### config.mk
export PLATFORM = sky130hd
export DESIGN_NAME = student_alu_core
export DESIGN_NICKNAME = d
export VERILOG_FILES = /design/src/rtl/alu_pkg.sv /design/src/rtl/alu_operand_pre.sv /design/src/rtl/student_alu_core.sv
export SDC_FILE = /design/constraint.sdc
export NUM_CORES = 1
export LEC_CHECK = 0
export ABC_AREA = 1
export CAP_MARGIN = 30
export CORE_AREA = 8 8 83 85
export CTS_CLUSTER_SIZE = 28
export DETAILED_ROUTE_END_ITERATION = 12
export DIE_AREA = 0 0 91 93
export PLACE_DENSITY = 0.79
export SYNTH_ARGS = -nofsm -noshare
export SYNTH_HDL_FRONTEND = slang
export SYNTH_SLANG_ARGS = --single-unit
### constraint.sdc
create_clock -name clk -period 3.2 [get_ports clk]
set_input_delay 0.32 -clock clk [delete_from_list [all_inputs] [get_ports clk]]
set_output_delay 0.32 -clock clk [all_outputs]
set_load 0.005 [all_outputs]
### src/rtl/alu_pkg.sv
// Shared ALU types and constants: data width, 6-bit control code and the 18 canonical codes.
// Control code bit order is {zx, nx, zy, ny, f, no}.
package alu_pkg;

    localparam int unsigned WIDTH  = 16;
    localparam int unsigned CTRL_W = 6;

    typedef logic [CTRL_W-1:0] alu_ctrl_t;

    // Decoded view of a control code, same bit order as the packed code
    typedef struct packed {
        logic zx;
        logic nx;
        logic zy;
        logic ny;
        logic f;
        logic no;
    } alu_ctrl_s;

    localparam alu_ctrl_t C_ZERO    = 6'b101010;
    localparam alu_ctrl_t C_ONE     = 6'b111111;
    localparam alu_ctrl_t C_NEG1    = 6'b111010;
    localparam alu_ctrl_t C_X       = 6'b001100;
    localparam alu_ctrl_t C_Y       = 6'b110000;
    localparam alu_ctrl_t C_NOTX    = 6'b001101;
    localparam alu_ctrl_t C_NOTY    = 6'b110001;
    localparam alu_ctrl_t C_NEGX    = 6'b001111;
    localparam alu_ctrl_t C_NEGY    = 6'b110011;
    localparam alu_ctrl_t C_XPLUS1  = 6'b011111;
    localparam alu_ctrl_t C_YPLUS1  = 6'b110111;
    localparam alu_ctrl_t C_XMINUS1 = 6'b001110;
    localparam alu_ctrl_t C_YMINUS1 = 6'b110010;
    localparam alu_ctrl_t C_XPLUSY  = 6'b000010;
    localparam alu_ctrl_t C_XMINUSY = 6'b010011;
    localparam alu_ctrl_t C_YMINUSX = 6'b000111;
    localparam alu_ctrl_t C_XANDY   = 6'b000000;
    localparam alu_ctrl_t C_XORY    = 6'b010101;

    function automatic alu_ctrl_s alu_decode(input alu_ctrl_t code);
        return alu_ctrl_s'(code);
    endfunction

endpackage

### src/rtl/alu_operand_pre.sv
// Operand preconditioning stage: optional zeroing followed by optional bitwise negation.
module alu_operand_pre #(
    parameter int unsigned WIDTH = 16
) (
    input  logic [WIDTH-1:0] i_data,
    input  logic             i_zero,
    input  logic             i_neg,
    output logic [WIDTH-1:0] o_data
);

    logic [WIDTH-1:0] w_zeroed;

    assign w_zeroed = i_zero ? '0 : i_data;
    assign o_data   = i_neg ? ~w_zeroed : w_zeroed;

endmodule

### src/rtl/student_alu_core.sv
// Hack-style 16-bit ALU with combinational result/flags and a registered shadow copy.
// Optional signed-overflow flag (ov/ov_r) when ALU_OVF_EN is defined.
module student_alu_core
    import alu_pkg::*;
#(
    parameter int unsigned WIDTH = alu_pkg::WIDTH
) (
    input  logic             clk,
    input  logic             rst,
    input  logic [WIDTH-1:0] x,
    input  logic [WIDTH-1:0] y,
    input  logic             zx,
    input  logic             nx,
    input  logic             zy,
    input  logic             ny,
    input  logic             f,
    input  logic             no,
    output logic [WIDTH-1:0] out,
    output logic             zr,
    output logic             ng,
    output logic [WIDTH-1:0] out_r,
    output logic             zr_r,
    output logic             ng_r
`ifdef ALU_OVF_EN
    ,
    output logic             ov,
    output logic             ov_r
`endif
);

    alu_ctrl_s        w_ctrl;
    logic [WIDTH-1:0] w_xb;
    logic [WIDTH-1:0] w_yb;
    logic [WIDTH-1:0] w_sum;
    logic [WIDTH-1:0] w_and;
    logic [WIDTH-1:0] w_fo;
    logic [WIDTH-1:0] w_out;
    logic             w_zr;
    logic             w_ng;

    logic [WIDTH-1:0] r_out;
    logic             r_zr;
    logic             r_ng;

    assign w_ctrl = alu_decode({zx, nx, zy, ny, f, no});

    alu_operand_pre #(.WIDTH(WIDTH)) u_pre_x (
        .i_data (x),
        .i_zero (w_ctrl.zx),
        .i_neg  (w_ctrl.nx),
        .o_data (w_xb)
    );

    alu_operand_pre #(.WIDTH(WIDTH)) u_pre_y (
        .i_data (y),
        .i_zero (w_ctrl.zy),
        .i_neg  (w_ctrl.ny),
        .o_data (w_yb)
    );

    // Carry out of the adder is intentionally discarded
    assign w_sum = WIDTH'(w_xb + w_yb);
    assign w_and = w_xb & w_yb;
    assign w_fo  = w_ctrl.f ? w_sum : w_and;
    assign w_out = w_ctrl.no ? ~w_fo : w_fo;
    assign w_zr  = ~|w_out;
    assign w_ng  = w_out[WIDTH-1];

    assign out = w_out;
    assign zr  = w_zr;
    assign ng  = w_ng;

    always_ff @(posedge clk) begin
        if (rst) begin
            r_out <= '0;
            r_zr  <= 1'b1;
            r_ng  <= 1'b0;
        end else begin
            r_out <= w_out;
            r_zr  <= w_zr;
            r_ng  <= w_ng;
        end
    end

    assign out_r = r_out;
    assign zr_r  = r_zr;
    assign ng_r  = r_ng;

`ifdef ALU_OVF_EN
    logic w_ov;
    logic r_ov;

    // Signed add overflow, taken before the output negation
    assign w_ov = w_ctrl.f & (w_xb[WIDTH-1] == w_yb[WIDTH-1])
                & (w_fo[WIDTH-1] != w_xb[WIDTH-1]);

    always_ff @(posedge clk) begin
        if (rst) begin
            r_ov <= 1'b0;
        end else begin
            r_ov <= w_ov;
        end
    end

    assign ov   = w_ov;
    assign ov_r = r_ov;
`endif

endmodule

==> run summary, run 1 <==
fresh numbers from the pnr run: CP max stage delay=0.50 ns, hold slack=0.994 ns, Basic Gates by Area=46.9%, Reg area=340 sq um, Chip Area=8460 sq um, post-detail-place hpwl=6.39 mm, Post-Place Cells=676, Avg Cell Area, Syn=5.49 sq um, row cnt=28, total iterations of the first detailed-routing run=6, cell mode on critical path=nand2_1, maxcap violations=0, CTS Root Cell=clkbuf_8, status=completed, hold buffers post-CTS=0, minimum clock period=3.19 ns, Fmax=around 0.31 GHz, Yosys reg bits=17, main area contributors after synthesis=nand2_1 24%, inv_1 13%, dfxtp_1 13%, H-tree depth=1, Routed WL per cell=between 10 and 15 microns, Hold Startpoint=rst, Area leader share=between 20% and 30%, Buffers on Ports=75, startpoint types=primary input, XORs/XNORs by Area=11.7%, Synth Net Count=533, Syn-to-layout area delta=79.7%, drt initial violations=360, area fraction in compound gates=2.44%, Worst Hold Depth=2, cell leakage power=about 2.5 nW, Tool Warnings=27, CP endpoint kind=output pin, Via density=roughly 5.1, maximum VDD drop=0.281 mV, Die Y=93 microns, first-pass GRT wire length=14.3 mm, CORE AREA=between 5000 and 6000 sq um, slowest CP cell=clkdlybuf4s50_1, fa+ha+maj area frac=8.43%, worst-path maximum fanout=4, TritonCTS clock tree=done, Mapped Cells=476, Post-synth EDFFs=0, critical path arrival=2.87 ns, WHS Endpoint=out_r[4], Sink Count=17, Final Max Slew Viols=0, post-synth cell types=28, prevailing post-synth register cell=dfxtp_1, comb. cell area=between 2000 and 2500 sq um, fillers=371, Syn. warnings=0, global route overflow=0, fp util=about 46%, Hold WC Path Type=in -> reg, RePlAce Congestion=0.899, # IOs=approximately 76, dominant cell type by area after synthesis=nand2_1, non-filler cells in the finished layout=699, Worst-path clk slew=0.06 ns, worst rel slew slack=62.6%, worst path cell trace=clkdlybuf4s50_1 -> nand2_1 -> xor2_1 -> inv_1 -> ha_4 -> buf_4 -> nand3_1 -> nand2_2 -> nand2_1 -> nand3_1 -> nand2_1 -> nand2_1 -> nand2_1 -> buf_4 -> inv_1 -> clkdlybuf4s50_1, diode count=0, pwr/cell area=approximately 380 nW/um^2, antenna violations before repair=0, Yosys Chip Area=2610 sq um, endpoints failing setup=0, pin count of the biggest net entering global routing=23, CTS max path bufs=2, main logic family after synthesis=simple AND/OR/NAND/NOR gates, Seq share, synth=13.0%, yosys cell count=476, fin crit share=99.8%, setup ws final=0.00711 ns, mux share=0%, number of routed nets with antenna violations=0, asr flop ratio synth=0%, Slew @ Worst Pin=about 0.56 ns, worst path required time=about 2.9 ns, setup TNS=0 ns, drc violations=0, Die W=91 microns, final-stage net count=682, GRT Total Usage=19.6%, post-placement setup slack=-0.528 ns, mapped cell area=2610 sq um, layout cell share with drive strength beyond 1=33.3%, final hold violation count=0, critical path class=in -> out, vias in the first global route=3195
[run 1: worst max-delay path by stage]
| stage | start | endpoint | cells past startpoint |
|---|---|---|---|
| 6_report | x[2] | out[3] | 16 |
| 5_1_grt | x[11] | zr | 19 |
| 4_1_cts | ny | out[8] | 17 |
| 3_5_place_dp | zy | zr | 19 |
| 3_3_place_gp | ny | zr | 17 |
| 2_1_floorplan | nx | zr | 16 |
[run 1: through the flow]
step	utilization, %	instance area (sq um)	total power [mW]
6_report	82.8	4700	1.76
5_1_grt	82.8	4700	1.89
4_1_cts	76.9	4370	1.58
3_5_place_dp	69.0	3920	1.28
3_3_place_gp	69.0	3920	1.25
2_1_floorplan	-	2610	0.797
[run 1: flip-flops by register name, summed over array words and instances, names as in the netlist]
name and cells:
out_r 16, zr_r 1
[run 1: logic make-up after synthesis]
group           count (synthesis)
fa+ha+maj                      17
xor+xnor                       35
flops                          17
simple gates                  282
compound gates                 12
buf+inv                       113
[run 1: area by class of cell]
cell class              instances  share of cell area [%]
repair buffers                161                    32.2
clock buffers                   4                   0.959
well taps                      75                    2.00
multi-input cells             346                    49.9
inverters                      96                    7.73
flip-flops and latches         17                    7.25
[run 1: cells in the mapped netlist (2+ instances only)]
library cell and instances:
a21oi_1 10, xor2_1 34, nand2_2 9, buf_2 3, nand3_1 57, dfxtp_1 17, nand4_1 4, and2_1 4
nor2_2 4, or2_2 3, buf_6 2, nand2_1 167, inv_2 2, clkbuf_1 8, buf_4 3, ha_1 16
nand3_2 4, nand3b_1 2, nor2_1 26, inv_1 93
[run 1: timing repair]
item / in CTS / in global routing
cloned: 2 / 1
endpoints found under the setup margin: 16 / 12
pin swaps: 21 / 36
hold endpoints to repair: 0 / 0
resized: 71 / 77
setup buffers: 11 / 5
[run 1: worst max-delay path, delay by kind of cell]
family	cells	cell delay (ns)
buf+inv	6	1.38
simple gates	8	0.70
fa+ha+maj	1	0.32
xor+xnor	1	0.15
[run 1: layout by cell type (no fill, tap or decap), drive strengths merged, types with 11 or more instances in the layout]
cell           instances
nand3                 61
dfxtp                 17
a21oi                 11
ha                    16
xor2                  34
nor2                  30
buf                   85
inv                   96
nand2                176
clkdlybuf4s50         51
[run 1: per-layer routing]
layer	global-route usage [%]	part of all wire, %
met1	22.5	37
met2	36.2	51
met3	3.29	7.3
met4	6.28	4.9
met5	0	0
[run 1: power breakdown]
| part | switching [mW] | total, mW | leakage (nW) | internal, mW |
|---|---|---|---|---|
| clock | 0.0597 | 0.148 | 0.0228 | 0.0880 |
| combinational | 0.687 | 1.37 | 2.36 | 0.682 |
| sequential | 0.00592 | 0.245 | 0.142 | 0.239 |
| total | 0.753 | 1.76 | 2.52 | 1.01 |
### The metal 1 layer, run 1

Cells faint in the background.
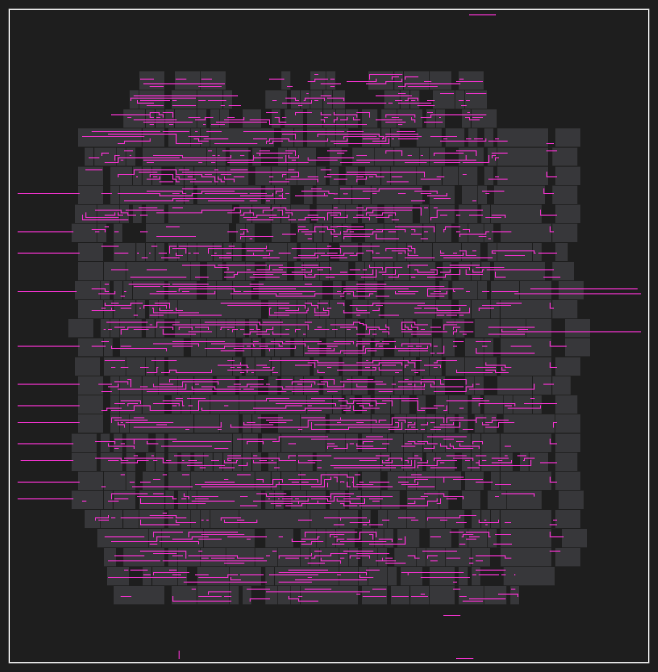
share of all routed wire: 37%
longest straight run: 40.0 microns
main direction: horizontal
nets with wire on the layer: 626

### Signal wires on met4, run 1

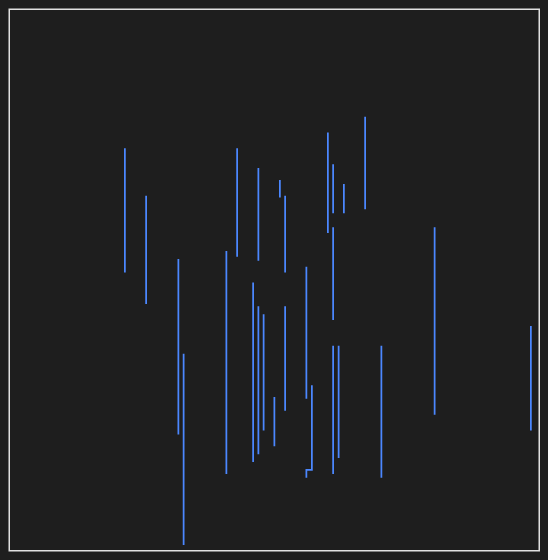
main direction: vertical
longest straight run: 38.1 microns
nets with wire on the layer: 26
share of all routed wire: 4.9%
wire length on this layer: 504 microns
total wire length: 10.2 mm
routed via count: 3573

### Clock wiring as the flow saved it, run 1

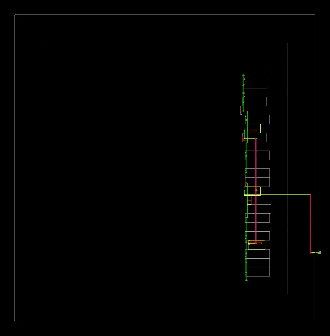
clk_buf instances: 4
CTS buffer count: 3

## Run 2: what changed since run 1
--- a/config.mk
+++ b/config.mk
@@ -12,6 +12,7 @@
 export DETAILED_ROUTE_END_ITERATION = 12
 export DIE_AREA = 0 0 91 93
 export PLACE_DENSITY = 0.79
+export SLEW_MARGIN = 20
 export SYNTH_ARGS = -nofsm -noshare
 export SYNTH_HDL_FRONTEND = slang
 export SYNTH_SLANG_ARGS = --single-unit
### M2 wires, run 2

Bar = 20 microns.
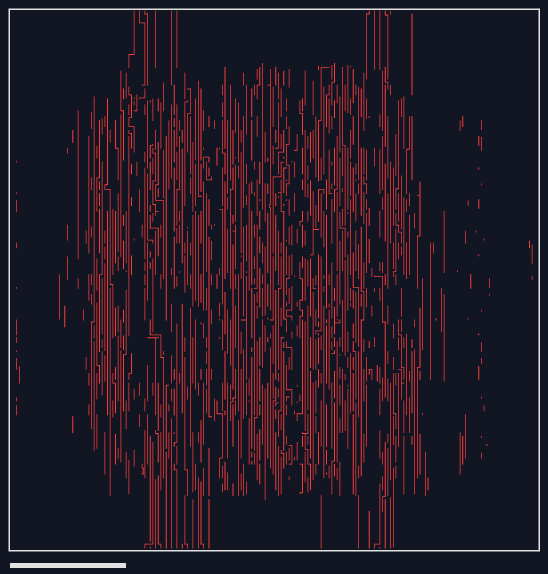
nets with wire on the layer: 575
main direction: vertical
met2 GRT Util: 36.2%

==> run 2 against run 1 <==
Effect of this change:
- utilization did not move
- sequential share of layout area did not move
- via count did not move
- critical path type unchanged
==> run summary, run 2 <==
fresh numbers from the pnr run: Worst-path clk slew=about 0.06 ns, max FFs per register=16, main area contributors after synthesis=nand2_1 24%, inv_1 13%, dfxtp_1 13%, CP endpoint kind=output pin, GRT Total Usage=between 10% and 20%, power share of the sequential group=~14%, status=completed, Yosys Chip Area=between 2000 and 3000 sq um, global route overflow=0, area fraction in compound gates=2.44%, Chip Area=8460 sq um, cell mode on critical path=nand2_1, fa+ha+maj area frac=8.43%, critical path class=in -> out, post-detail-place hpwl=about 6.4 mm, switching power=0.753 mW, critical path arrival=~2.9 ns, CTS buffer count=3, mux share=0%, Die W=approximately 91 microns, CTS Root Cell=clkbuf_8, H-tree depth=1, prevailing post-synth register cell=dfxtp_1, CORE AREA=5680 sq um, maxcap violations=0, fp util=46.1%, yosys cell count=476, XORs/XNORs by Area=11.7%, part of the power in the clock network=8.4%, Buffers on Ports=75, fin crit share=between 90% and 100%, post-synth cell types=28, vias in the first global route=around 3.2k, cell family with most CP delay=buffers and inverters, pwr/cell area=around 380 nW/um^2, Die Y=93 microns, mapped cell area=2610 sq um, routed via count=3573, layout cell share with drive strength beyond 1=33.3%, Synth top cells by count=167 x nand2_1, 93 x inv_1, 57 x nand3_1, top cell type by instance count after synthesis=nand2_1, slowest CP cell=clkdlybuf4s50_1, worst-path maximum fanout=4, CTS max path bufs=2, # IOs=76, Internal=~1.0 mW, Slew @ Worst Pin=0.559 ns, endpoints failing setup=0, Area after DPL=3920 sq um, final hold violation count=0, dominant cell type by area after synthesis=nand2_1, Sink Count=17, first-pass GRT wire length=~14 mm, Comb pwr share=77.7%, Syn. warnings=0, RePlAce Congestion=approximately 0.9, asr flop ratio synth=0%, worst path cell trace=clkdlybuf4s50_1 -> nand2_1 -> xor2_1 -> inv_1 -> ha_4 -> buf_4 -> nand3_1 -> nand2_2 -> nand2_1 -> nand3_1 -> nand2_1 -> nand2_1 -> nand2_1 -> buf_4 -> inv_1 -> clkdlybuf4s50_1, Final Max Slew Viols=0, Hold WC Path Type=in -> reg, CP max stage delay=about 0.5 ns, worst rel slew slack=62.6%
-- run 2: per-stage QoR --
step	std cells	hold slack, ns	utilization (%)	setup slack (ns)	total power [mW]
finish	699	0.994	82.8	0.00711	1.76
CTS	693	0.995	76.9	0.0111	1.58
detailed placement	676	1.03	69.0	-0.528	1.28
global placement	676	1.03	69.0	-0.518	1.25
global route	699	1.06	82.8	-0.129	1.89
floorplan	476	0.599	-	0.234	0.797
-- run 2: final cells by class --
| type | count | area [sq um] |
|---|---|---|
| well taps | 75 | 93.8 |
| clock buffers | 4 | 45.0 |
| fillers | 371 | 978 |
| repair buffers | 161 | 1510 |
| inverters | 96 | 363 |
| multi-input cells | 346 | 2340 |
| flip-flops and latches | 17 | 340 |
-- run 2: worst paths after layout --
path,cells after the start,startpoint,slack (ns),endpoint
setup / recovery,16,x[2],0.007,out[3]
hold / removal,2,rst,0.99,out_r[4]
-- run 2: power groups by stage --
stage | Clock [mW] | Combinational (mW) | Sequential, mW
after CTS | 0.152 | 1.18 | 0.245
after global routing | 0.162 | 1.48 | 0.247
after floorplan | 0 | 0.543 | 0.254
final | 0.148 | 1.37 | 0.245
after detailed placement | 0 | 1.03 | 0.250
after global placement | 0 | 1.01 | 0.249
-- run 2: layer usage --
metal | GRT usage (%) | share of wire, %
met1 | 22.5 | 37
met2 | 36.2 | 51
met3 | 3.29 | 7.3
met4 | 6.28 | 4.9
met5 | 0 | 0
-- run 2: repair_timing --
action	CTS	global route
pin swaps	21	36
cloned	2	1
gates resized	71	77
endpoints found under the setup margin	16	12
setup buffers	11	5
-- run 2: logic make-up (layout without fill, tap and decap cells) --
logic type,after synthesis,count (layout)
and+or+nand+nor,282,282
buffers and inverters,113,261
xor gates and xnor gates,35,35
adders and majority gates,17,17
DFF,17,17
AOI/OAI and AO/OA,12,12
Power is estimated from default activity; no workload was simulated.
